### Clock distribution, run 1

Drawn at 12 px/um.
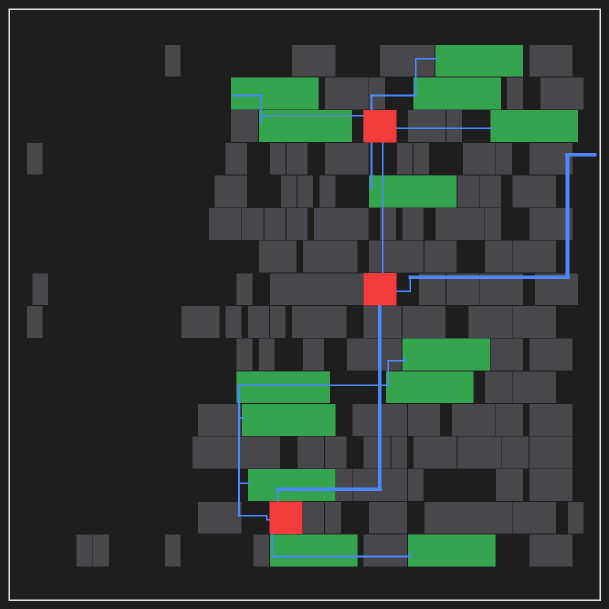
### Clock wiring as the flow saved it, run 1

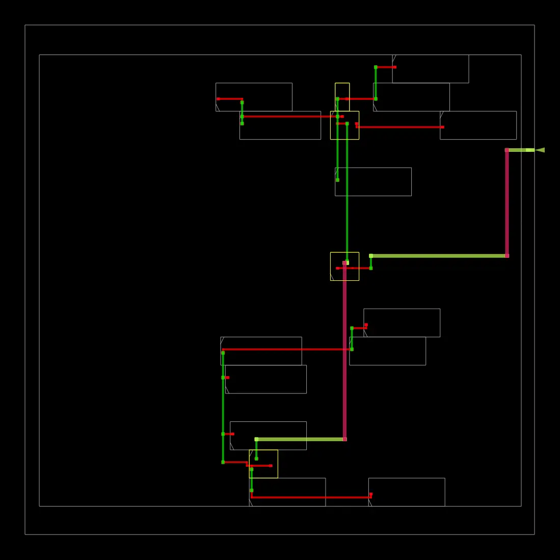
### Pin map, run 1

Drawn at 6 px/um. Pins as bars across the die edge, other pins in grey.
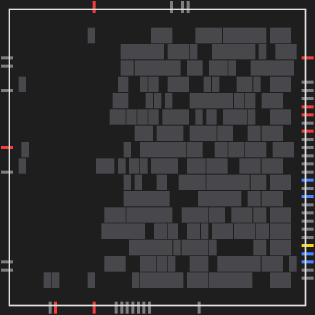
==> src/rtl/fifo_pkg.sv <==
// Shared defaults for the FIFO controller slice.
// No logic; constants and a pointer-width helper only.
// No flow control.
package fifo_pkg;

  localparam int DEPTH  = 8;
  localparam int DATA_W = 4;
  localparam int ADDR_W = 8;
  localparam int PTR_W  = $clog2(DEPTH);

  // Pointer width for a given depth. A depth of 1 still needs one bit.
  function automatic int ptr_w(input int depth);
    return (depth > 1) ? $clog2(depth) : 1;
  endfunction

endpackage

==> src/rtl/fifo_ptr.sv <==
// Wrapping address pointer: counts 0..DEPTH-1, then returns to 0.
// Latency: the pointer advances on the clock edge after i_en is sampled high.
// No backpressure; the caller qualifies i_en.
//
// Ports:
//   clk    in   clock, rising edge
//   rst    in   synchronous active-high reset, forces the pointer to 0
//   i_en   in   advance the pointer by one this cycle
//   o_ptr  out  current pointer value
module fifo_ptr #(
  parameter int DEPTH = 8,
  parameter int PTR_W = 3
) (
  input  logic             clk,
  input  logic             rst,
  input  logic             i_en,
  output logic [PTR_W-1:0] o_ptr
);

  logic [PTR_W-1:0] r_ptr;

  always_ff @(posedge clk) begin
    if (rst) begin
      r_ptr <= '0;
    end else if (i_en) begin
      // Explicit wrap so that non-power-of-two depths also work.
      if (r_ptr == PTR_W'(DEPTH - 1)) begin
        r_ptr <= '0;
      end else begin
        r_ptr <= r_ptr + 1'b1;
      end
    end
  end

  assign o_ptr = r_ptr;

endmodule

==> src/rtl/fifo_ctrl.sv <==
// FIFO controller driving an external 2-port RAM (write on edge, registered read).
// Latency: pop request to rd_valid/rd_data is 1 cycle; push is written on the accept edge.
// Backpressure: wr_ready = !full; pops while empty and pushes while full are dropped and flagged.
//
// Ports:
//   clk, rst                         clock and synchronous active-high reset
//   wr_valid, wr_data, wr_ready      push side (accepted when wr_valid && wr_ready)
//   rd_req, rd_valid, rd_data        pop side (rd_data is 0 unless rd_valid)
//   ram_write_en/addr/data           RAM write port
//   ram_read_en/addr, ram_read_data  RAM read port, data returns the cycle after ram_read_en
//   count, full, empty               occupancy status
//   overflow, underflow              one-cycle pulses after a dropped push / pop
module fifo_ctrl
  import fifo_pkg::*;
#(
  parameter int DEPTH  = fifo_pkg::DEPTH,
  parameter int DATA_W = fifo_pkg::DATA_W,
  parameter int ADDR_W = fifo_pkg::ADDR_W
) (
  input  logic                       clk,
  input  logic                       rst,
  input  logic                       wr_valid,
  input  logic [DATA_W-1:0]          wr_data,
  output logic                       wr_ready,
  input  logic                       rd_req,
  output logic                       rd_valid,
  output logic [DATA_W-1:0]          rd_data,
  output logic                       ram_write_en,
  output logic [ADDR_W-1:0]          ram_write_addr,
  output logic [DATA_W-1:0]          ram_write_data,
  output logic                       ram_read_en,
  output logic [ADDR_W-1:0]          ram_read_addr,
  input  logic [DATA_W-1:0]          ram_read_data,
  output logic [$clog2(DEPTH):0]     count,
  output logic                       full,
  output logic                       empty,
  output logic                       overflow,
  output logic                       underflow
);

  localparam int PTR_BITS = ptr_w(DEPTH);
  localparam int CNT_W    = $clog2(DEPTH) + 1;

  logic [CNT_W-1:0]    r_count;
  logic                r_rd_valid;
  logic                r_overflow;
  logic                r_underflow;

  logic                w_full;
  logic                w_empty;
  logic                w_push;
  logic                w_pop;
  logic [PTR_BITS-1:0] w_wr_ptr;
  logic [PTR_BITS-1:0] w_rd_ptr;

  assign w_full  = (r_count == CNT_W'(DEPTH));
  assign w_empty = (r_count == '0);

  // Accepts are masked by rst so the RAM sees no strobes during reset.
  // Empty blocks the pop even when a push arrives in the same cycle: no bypass.
  // Full blocks the push even when a pop arrives in the same cycle.
  assign w_push = wr_valid && !w_full  && !rst;
  assign w_pop  = rd_req   && !w_empty && !rst;

  fifo_ptr #(
    .DEPTH (DEPTH),
    .PTR_W (PTR_BITS)
  ) u_wr_ptr (
    .clk   (clk),
    .rst   (rst),
    .i_en  (w_push),
    .o_ptr (w_wr_ptr)
  );

  fifo_ptr #(
    .DEPTH (DEPTH),
    .PTR_W (PTR_BITS)
  ) u_rd_ptr (
    .clk   (clk),
    .rst   (rst),
    .i_en  (w_pop),
    .o_ptr (w_rd_ptr)
  );

  always_ff @(posedge clk) begin
    if (rst) begin
      r_count     <= '0;
      r_rd_valid  <= 1'b0;
      r_overflow  <= 1'b0;
      r_underflow <= 1'b0;
    end else begin
      case ({w_push, w_pop})
        2'b10:   r_count <= r_count + 1'b1;
        2'b01:   r_count <= r_count - 1'b1;
        default: r_count <= r_count;
      endcase
      // Read data lands in the RAM output register on the same edge.
      r_rd_valid  <= w_pop;
      r_overflow  <= wr_valid && w_full;
      r_underflow <= rd_req && w_empty;
    end
  end

  assign wr_ready       = !w_full;
  assign full           = w_full;
  assign empty          = w_empty;
  assign count          = r_count;

  assign ram_write_en   = w_push;
  assign ram_write_addr = ADDR_W'(w_wr_ptr);
  assign ram_write_data = wr_data;
  assign ram_read_en    = w_pop;
  assign ram_read_addr  = ADDR_W'(w_rd_ptr);

  assign rd_valid       = r_rd_valid;
  assign rd_data        = r_rd_valid ? ram_read_data : '0;
  assign overflow       = r_overflow;
  assign underflow      = r_underflow;

endmodule

==> config.mk <==
export PLATFORM = sky130hd
export DESIGN_NAME = fifo_ctrl
export DESIGN_NICKNAME = d
export VERILOG_FILES = /design/src/rtl/fifo_pkg.sv /design/src/rtl/fifo_ptr.sv /design/src/rtl/fifo_ctrl.sv
export SDC_FILE = /design/constraint.sdc
export NUM_CORES = 1
export LEC_CHECK = 0
export CORE_MARGIN = 1
export CORE_UTILIZATION = 35
export CTS_CLUSTER_DIAMETER = 150
export DETAILED_ROUTE_END_ITERATION = 6
export PLACE_DENSITY = 0.86
export SKIP_LAST_GASP = 1
export SYNTH_ARGS = -nofsm -noshare
export SYNTH_HDL_FRONTEND = slang
export SYNTH_SLANG_ARGS = --single-unit
export TNS_END_PERCENT = 20
==> constraint.sdc <==
create_clock -name clk -period 3.7 [get_ports clk]
set_clock_uncertainty 0.2 [all_clocks]
set_input_delay 0.74 -clock clk [delete_from_list [all_inputs] [get_ports clk]]
set_output_delay 0.74 -clock clk [all_outputs]
set_load 0.05 [all_outputs]
==> qor.csv, run 1 <==
stage,metric,value,unit
floorplanning,I/O pins,48,
timing,"Hold Vio Cnt, Final",0,
clock_network,CTS root buffer,clkbuf_4,
synth,Syn Area/Cell,8.63,um2
run,Tool Warnings,26,
route,vias per std cell,4.50,
route,routed length per placed instance,11.0,um
synth,yosys stat area,777,um2
clock_network,clk buf depth,2,
setup_path,required time of the critical path,3.71,ns
placed_design,dpl cell area,1060,um2
timing,unrepaired setup endpoints after global routing,no,
min_path,min-delay src,u_rd_ptr.o_ptr[1],
setup_path,reg2reg end,count[3],
floorplanning,Die X,49.1,um
layout,Area growth syn-to-layout,40.1,%
min_path,hold depth,2,
setup_path,Crit Path Class,primary input to flop,
clock_network,CTS tree,yes,
clock_network,Clock Pin Slew Worst Setup and Hold Paths,0.07,ns
route,Final ANT Viol Nets,0,
run,Max Cap Viol,0,
clock_network,# resized after CTS,0,
layout,ant diodes,0,
synth,Yosys warning total,0,
global_route,total track usage,14.9,%
synth,yosys cell count,90,
status,status,"complete, no violations",
floorplanning,Die Height,49.1,um
pwr,Pwr Density,412,nW/um2
pwr,Leak,0.457,nW
pwr,Comb pwr share,43.9,%
min_path,Hold/Removal Path Class,flop to flop,
route,DR iter-0 viols,6,
pwr,Seq pwr share,37.1,%
layout,layout net count,139,
timing,worst slew pin tran,0.512,ns
setup_path,arrival time at the worst endpoint,3.09,ns
synth,"area leader, netlist",dfxtp_1,
synth,sequential share of the synthesized area,33.5,%
synth,Mapped Cells,90,
layout,Top cells excl fill/tap,"27 x clkdlybuf4s50_1, 10 x nor2_1, 10 x conb_1, 10 x dfxtp_1, 7 x ha_1",
route,via count,652,
setup_path,reg2reg start,count[0],
global_route,first-pass GRT wire length,2680,um
synth,"top cells, area","dfxtp_1 33%, buf_4 14%, ha_1 11%, nor2_1 4.8%, a21oi_1 3.9%",
synth,"Registers, synthesis",13,
About 'Clock distribution':
legend:
  blue:
    item: clock wires
    length: 160 um
  red:
    item: cells driving clock nets
    count: 3
  green:
    item: flip-flops
    count: 13
routed clock nets: 4
Late-Pin Clk Latency: 0.27 ns
clk pwr: 0.0000853 W
Clk pwr share: 19.0%

About 'Clock wiring as the flow saved it':
Num CTS Buffers: 3
clkbuf count: 4
Flops: 13
clock sink total: 13

About 'Pin map':
legend:
  blue:
    port: rd_data
    pins: 4
    direction: output
    edge: east
  red:
    port: ram_write_addr
    pins: 8
    direction: output
    edge: 4 east, 2 south, 1 north, 1 west
  yellow:
    port: ram_read_en
    pins: 1
    direction: output
    edge: east

==> run 1: metrics by stage <==
| step | std cells | util [%] |
|---|---|---|
| 2_1_floorplan | 99 | - |
| 3_3_place_gp | 141 | 52.5 |
| 3_5_place_dp | 141 | 52.5 |
| 4_1_cts | 145 | 53.8 |
| 5_1_grt | 145 | 53.8 |
| 6_report | 145 | 53.8 |
==> run 1: flip-flops by register name (all words and copies together), names as in the netlist <==
signal          cells
count               4
overflow            1
rd_valid            1
u_rd_ptr.o_ptr      3
u_wr_ptr.o_ptr      3
underflow           1
==> run 1: power groups by stage <==
stage	combinational (W)	clock [W]	sequential (W)
after detailed placement	0.000198	0	0.000170
after global routing	0.000208	0.0000964	0.000169
after CTS	0.000198	0.0000899	0.000167
final	0.000197	0.0000853	0.000166
after global placement	0.000192	0	0.000169
after floorplan	0.000119	0	0.000207
==> run 1: worst max-delay path, cell delays in order <==
cell,delay (ns)
clkdlybuf4s50_1,0.42
nand2b_1,0.21
nor2_4,0.17
inv_1,0.06
ha_1,0.23
ha_1,0.33
a21oi_1,0.20
a21oi_1,0.10
or4_1,0.47
a21oi_1,0.15
==> run 1: synth_stat cells, drive strengths merged <==
library cell,count
a21oi,6
a22o,2
and2,4
and3,1
and3b,1
buf,14
clkbuf,2
conb,1
dfxtp,13
fa,1
ha,7
inv,5
nand2,4
nand2b,4
nand3,1
nand3b,1
nor2,11
nor3,1
nor3b,2
nor4,1
o21ai,4
o31ai,1
or4,1
xor2,2
==> run 1: metal layers <==
metal / global-route usage [%] / vias up / wire, um
li1: - / 331 / -
met1: 15.7 / 286 / 643
met2: 25.6 / 31 / 802
met3: 4.36 / 4 / 116
met4: 9.31 / 0 / 27
met5: 0 / - / 0
==> run 1: logic make-up (layout without fill, tap and decap cells) <==
logic type	count (synthesis)	in the layout	synth area share, %
AND-OR/OR-AND	13	13	9.66
adder cells (fa/ha/maj)	8	8	13.8
XOR/XNOR	2	2	2.25
flip-flops	13	13	33.5
other	1	10	0.483
buffers and inverters	21	40	16.9
AND/OR/NAND/NOR	32	32	23.3
==> run 1: worst max path at each step <==
stage | startpoint | end | slack (ns) | cells past startpoint
6_report | rst | count[3] | 0.62 | 10
5_1_grt | rst | count[3] | 0.51 | 10
4_1_cts | rst | count[3] | 0.63 | 10
3_5_place_dp | rst | count[3] | 0.34 | 10
3_3_place_gp | rst | count[3] | 0.46 | 10
2_1_floorplan | count[0] | count[3] | 0.1 | 11
==> run 1: area by class of cell <==
class,instances,area (um2),share of cell area [%]
multi-input cells,65,433,39.8
repair buffers,31,313,28.7
flip-flops and latches,13,264,24.3
well taps,27,33.8,3.10
clock buffers,4,26.3,2.41
inverters,5,18.8,1.72
### The metal 2 layer, run 1

Drawn at 8 px/um. Cells faint in the background.
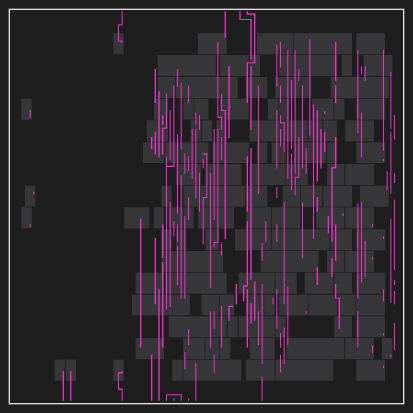

## Run 2: what changed since run 1
--- a/config.mk
+++ b/config.mk
@@ -6,10 +6,10 @@
 export NUM_CORES = 1
 export LEC_CHECK = 0
 export CORE_MARGIN = 1
-export CORE_UTILIZATION = 35
+export CORE_UTILIZATION = 32
 export CTS_CLUSTER_DIAMETER = 150
 export DETAILED_ROUTE_END_ITERATION = 6
-export PLACE_DENSITY = 0.86
+export PLACE_DENSITY = 0.83
 export SKIP_LAST_GASP = 1
 export SYNTH_ARGS = -nofsm -noshare
 export SYNTH_HDL_FRONTEND = slang
==> constraint.sdc (replaced) <==
create_clock -name clk -period 2.75 [get_ports clk]
set_clock_uncertainty 0.2 [all_clocks]
set_input_delay 0.55 -clock clk [delete_from_list [all_inputs] [get_ports clk]]
set_output_delay 0.55 -clock clk [all_outputs]
set_load 0.05 [all_outputs]
### The metal 2 layer, run 2

Drawn at 8 px/um. Cells faint in the background.
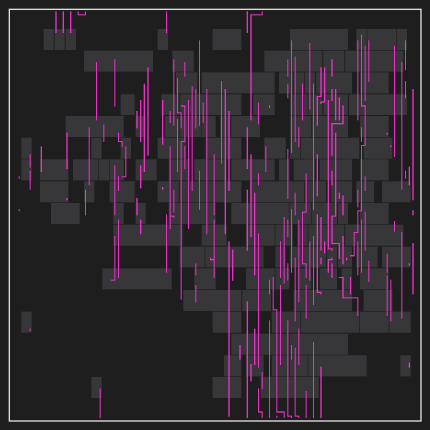
main direction: vertical
longest straight run: 21.8 um

### Pin map, run 2

Drawn at 6 px/um. Pins as bars across the die edge, other pins in grey.
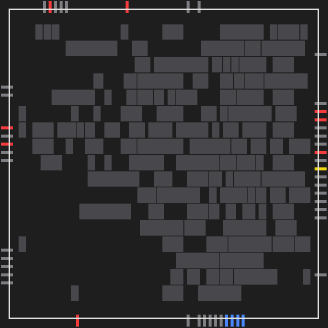
legend:
  yellow:
    port: ram_read_en
    pins: 1
    direction: output
    edge: east
  red:
    port: ram_write_addr
    pins: 8
    direction: output
    edge: 3 east, 2 north, 2 west, 1 south
  blue:
    port: rd_data
    pins: 4
    direction: output
    edge: south
all pins by edge: 17 east, 12 west, 11 south, 8 north

### Clock wiring as the flow saved it, run 2

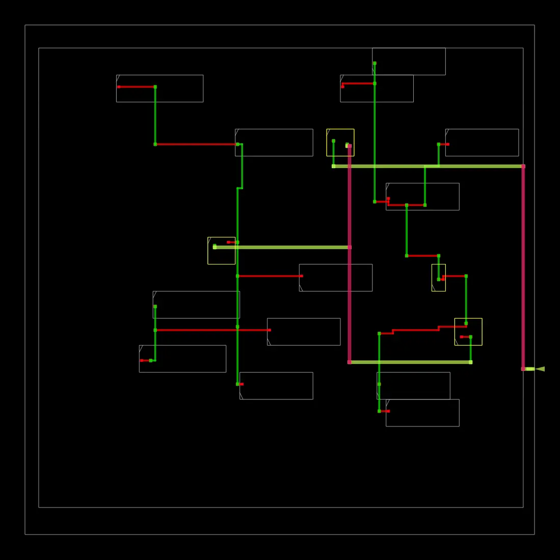
Late-Pin Clk Latency: 0.29 ns
clk pwr: 0.000127 W

==> run 2 against run 1 <==
Effect of this change:
- non-clock buffer count rose by 6
- wire length grew 15%
- synthesized cell count unchanged
- first-iteration DRC count decreased by 50%
- critical path type is now flop to output pin
==> qor.csv, run 2 <==
stage,metric,value,unit
setup_path,Crit Path Class,flop to output pin,
clock_network,clk buf depth,2,
synth,Yosys warning total,0,
layout,Top cells excl fill/tap,"22 x clkdlybuf4s50_1, 10 x nor2_1, 10 x conb_1",
synth,sequential share of the synthesized area,33.5,%
min_path,Hold/Removal Path Class,flop to flop,
timing,worst slew pin tran,0.521,ns
synth,most numerous cell in the Yosys netlist,buf_4,
floorplanning,Die Height,51.3,um
run,Max Cap Viol,0,
layout,layout net count,145,
floorplanning,Die X,51.3,um
route,DR iter-0 viols,3,
synth,Main synth FF type,dfxtp_1,
synth,Mapped Cells,90,
clock_network,Clock Pin Slew Worst Setup and Hold Paths,0.09,ns
layout,Area growth syn-to-layout,60.4,%
pwr,Pwr Density,523,nW/um2
clock_network,clock sink total,13,
synth,Post-synth EDFFs,0,
run,Tool Warnings,27,
route,via count,701,
status,status,"complete, no violations",
clock_network,# resized after CTS,0,
synth,"area leader, netlist",dfxtp_1,
synth,fraction of registers with async set/reset,0,%
synth,yosys stat area,777,um2
route,vias per std cell,4.61,
timing,"Hold Vio Cnt, Final",0,
placed_design,dpl cell area,1220,um2
setup_path,arrival time at the worst endpoint,1.89,ns
clock_network,CTS root buffer,clkbuf_4,
layout,Largest register FFs,4,
clock_network,CTS tree,yes,
synth,"Registers, synthesis",13,
==> run 2: cell counts after synthesis <==
No cell type changed its count.
==> run 2: final cells by class <==
cell class | instances | area [um2]
Timing Repair Buffer | 37 | 408
Clock buffer | 4 | 26.3
Inverter | 5 | 22.5
Tap cell | 28 | 35.0
Fill cell | 209 | 1010
Sequential cell | 13 | 273
Multi-Input combinational cell | 65 | 482
==> run 2: stage by stage <==
stage	total power (W)	instances	util (%)	TNS, ns
floorplan	0.000455	99	-	-0.416
global placement	0.000520	148	54.1	-0.0815
detailed placement	0.000530	148	54.1	-0.164
CTS	0.000657	152	55.3	0
global route	0.000691	152	55.3	0
finish	0.000651	152	55.3	0
==> run 2: worst max-delay path: stages (launching register included) <==
cell and delay, ns:
dfxtp_4 0.39, nor3_4 0.22, nand2_4 0.08, clkinvlp_4 0.11
clkdlybuf4s50_1 0.80
==> run 2: cell families (layout without fill, tap and decap cells) <==
group,after synthesis,count (layout),share of synthesized area [%]
AND-OR/OR-AND,13,13,9.66
XOR/XNOR,2,2,2.25
adder cells (fa/ha/maj),8,8,13.8
buffers and inverters,21,46,16.9
flip-flops,13,13,33.5
other,1,10,0.483
AND/OR/NAND/NOR,32,32,23.3
==> run 2: power breakdown <==
| part | internal, W | switching, W | leakage (nW) |
|---|---|---|---|
| Sequential | 0.000205 | 0.0000236 | 0.109 |
| Clock | 0.0000566 | 0.0000706 | 0.0150 |
| Combinational | 0.000111 | 0.000185 | 0.386 |
==> run 2: path summary, 6_finish.rpt <==
check	start	to	slack [ns]	cells after the start
max	count[2]	full	0.11	4
min	u_rd_ptr.o_ptr[2]	u_rd_ptr.o_ptr[2]	0.31	2
max reg2reg	count[2]	count[3]	0.25	8
min reg2reg	u_rd_ptr.o_ptr[2]	u_rd_ptr.o_ptr[2]	0.31	2
==> run 2: layer usage <==
metal | vias to the layer above | global-route usage (%) | routed length, um
met3 | 7 | 6.25 | 107
met1 | 324 | 17.2 | 725
li1 | 342 | - | -
met5 | - | 0 | 0
met4 | 0 | 10.8 | 50
met2 | 28 | 28.7 | 946
### Placement by cell class, run 2

Drawn at 8 px/um. Fill, decap, tap and diode cells in grey.
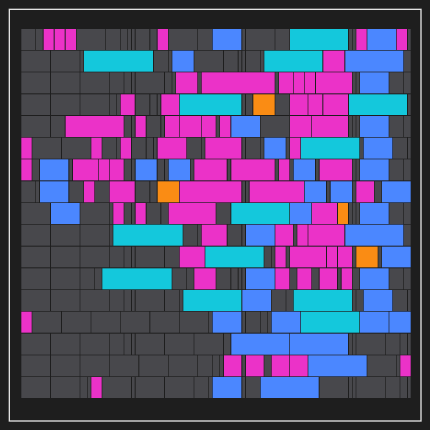

## Run 3: what changed since run 2
--- a/config.mk
+++ b/config.mk
@@ -6,10 +6,11 @@
 export NUM_CORES = 1
 export LEC_CHECK = 0
 export CORE_MARGIN = 1
-export CORE_UTILIZATION = 32
+export CORE_UTILIZATION = 35
 export CTS_CLUSTER_DIAMETER = 150
 export DETAILED_ROUTE_END_ITERATION = 6
-export PLACE_DENSITY = 0.83
+export DONT_BUFFER_PORTS = 1
+export PLACE_DENSITY = 0.6
 export SKIP_LAST_GASP = 1
 export SYNTH_ARGS = -nofsm -noshare
 export SYNTH_HDL_FRONTEND = slang
### Placement by cell class, run 3

Drawn at 8 px/um. Fill, decap, tap and diode cells in grey.
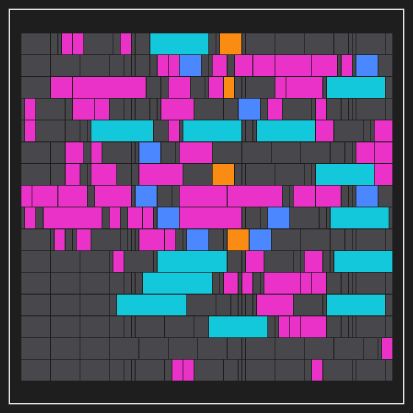
legend:
  magenta:
    class: all other logic
    cells: 70
  blue:
    class: other buffers and delay cells
    cells: 10
  cyan:
    class: flip-flops
    cells: 13
  orange:
    class: clock drivers and dummy loads
    cells: 4

### Pin map, run 3

Drawn at 6 px/um. Pins as bars across the die edge, other pins in grey.
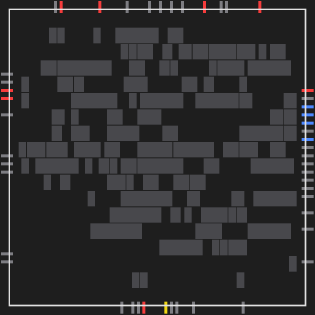
legend:
  red:
    port: ram_write_addr
    pins: 8
    direction: output
    edge: 4 north, 2 west, 1 east, 1 south
  yellow:
    port: ram_read_en
    pins: 1
    direction: output
    edge: south
  blue:
    port: rd_data
    pins: 4
    direction: output
    edge: east

==> run 3 against run 2 <==
Effect of this change:
- utilization is 10 points lower
- clock-buffer cell count is the same
- sequential share of layout area grew 8.0 points
- area after synthesis unchanged
- design area shrank 27%
- setup slack improved by 0.15 ns
- fmax up 6.1%
- critical endpoint is now count[3]
==> qor.csv, run 3 <==
stage,metric,value,unit
status,status,"complete, no violations",
run,Max Cap Viol,0,
setup_path,"Critical Path, Cell by Cell",nor3_4 > nand2_4 > clkinvlp_4 > nor2_4 > inv_1 > ha_2 > ha_4 > a21oi_2 > a21oi_1 > or4_1 > a21oi_1,
global_route,first-pass GRT wire length,2290,um
route,vias per std cell,4.44,
layout,Area growth syn-to-layout,17.4,%
setup_path,arrival time at the worst endpoint,2.49,ns
timing,"Hold Vio Cnt, Final",0,
setup_path,Top delay family on crit path,simple AND/OR/NAND/NOR gates,
global_route,total track usage,12.7,%
synth,most numerous cell in the Yosys netlist,buf_4,
placed_design,Placed Instances,120,
layout,Top cells excl fill/tap,"10 x nor2_1, 10 x conb_1, 10 x buf_4",
synth,Mapped Cells,90,
setup_path,CP endpoint,count[3],
setup_path,required time of the critical path,2.76,ns
clock_network,clk buf depth,2,
setup_path,Most Frequent Cell on Critical Path,a21oi_1,
setup_path,reg2reg start,count[2],
run,Tool Warnings,27,
layout,Largest register FFs,4,
synth,Post-synth EDFFs,0,
clock_network,# resized after CTS,0,
setup_path,crit path buf inv count,2,
pwr,P_sw,0.000253,W
timing,unrepaired setup endpoints after global routing,no,
synth,Syn Area/Cell,8.63,um2
layout,fillers,214,
pwr,Comb pwr share,37.5,%
floorplanning,Die X,49.1,um
pwr,Pwr Density,633,nW/um2
synth,Yosys warning total,0,
setup_path,CP max stage cell,or4_1,
setup_path,Max stage delay on crit path,0.47,ns
clock_network,CTS tree,yes,
synth,"Registers, synthesis",13,
layout,ant diodes,0,
timing,worst slew pin tran,0.568,ns
synth,fraction of registers with async set/reset,0,%
placed_design,dpl cell area,886,um2
layout,storage element area,273,um2
setup_path,Worst path depth,11,
setup_path,reg2reg setup slack,0.26,ns
synth,yosys cell count,90,
### Clock distribution, run 3

Drawn at 12 px/um.
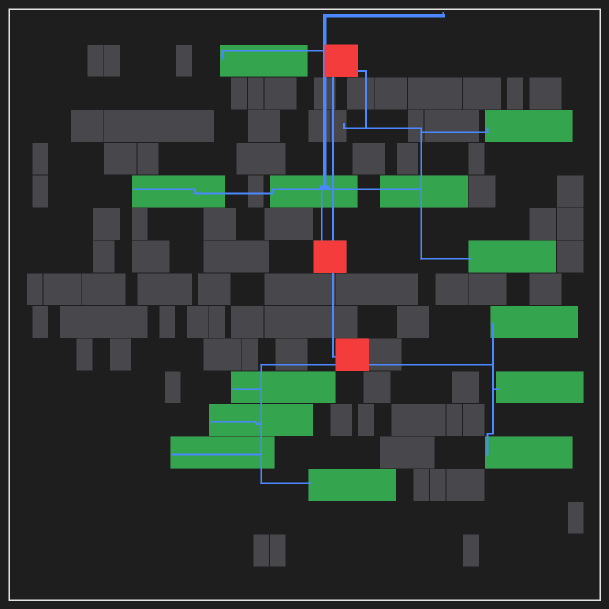
legend:
  red:
    item: cells driving clock nets
    count: 3
  green:
    item: flip-flops
    count: 13
  blue:
    item: clock wires
    length: 184 um
routed clock nets: 4
clk pwr: 0.000118 W
Late-Pin Clk Latency: 0.27 ns
Clk pwr share: 20.4%

-- run 3: logic make-up (layout without fill, tap and decap cells) --
kind of cell	after synthesis	in the layout	synth area share, %
buffers and inverters	21	19	16.9
and+or+nand+nor	32	32	23.3
DFF	13	13	33.5
adders and majority gates	8	8	13.8
xor gates and xnor gates	2	2	2.25
other	1	10	0.483
AOI/OAI and AO/OA	13	13	9.66
-- run 3: area by class of cell --
type,instances,area share (%)
Inverter,5,2.47
Clock buffer,4,2.88
Multi-Input combinational cell,65,52.8
Tap cell,27,3.70
Timing Repair Buffer,10,8.23
Sequential cell,13,29.9
-- run 3: per-layer routing --
layer	part of all wire, %	track usage (%)	vias to the layer above
li1	-	-	288
met1	47	15.7	234
met2	44	17.4	27
met3	8.2	5.61	2
met4	1.0	8.82	0
met5	0	0	-
-- run 3: power groups by stage --
stage / Clock [W] / Combinational [W] / Sequential (W)
after global placement: 0 / 0.000216 / 0.000247
final: 0.000118 / 0.000216 / 0.000243
after global routing: 0.000135 / 0.000232 / 0.000245
after detailed placement: 0 / 0.000217 / 0.000248
after floorplan: 0 / 0.000173 / 0.000282
after CTS: 0.000124 / 0.000218 / 0.000243
-- run 3: worst min path at each step --
stage	startpoint	end	slack, ns	cells after the start
floorplan	count[3]	count[3]	0.43	2
global placement	rst	count[3]	0.41	1
detailed placement	rst	count[3]	0.42	1
finish	rst	count[3]	0.13	1
global route	rst	count[3]	0.10	1
CTS	rst	count[3]	0.11	1
-- run 3: metrics by stage --
step	util, %	setup WS [ns]	power, W
after detailed placement	43.8	0.257	0.000465
final	45.1	0.264	0.000577
after CTS	45.1	0.242	0.000586
after global routing	45.1	0.105	0.000613
after floorplan	-	-0.308	0.000455
after global placement	43.8	0.316	0.000462
Power is estimated from default activity; no workload was simulated.
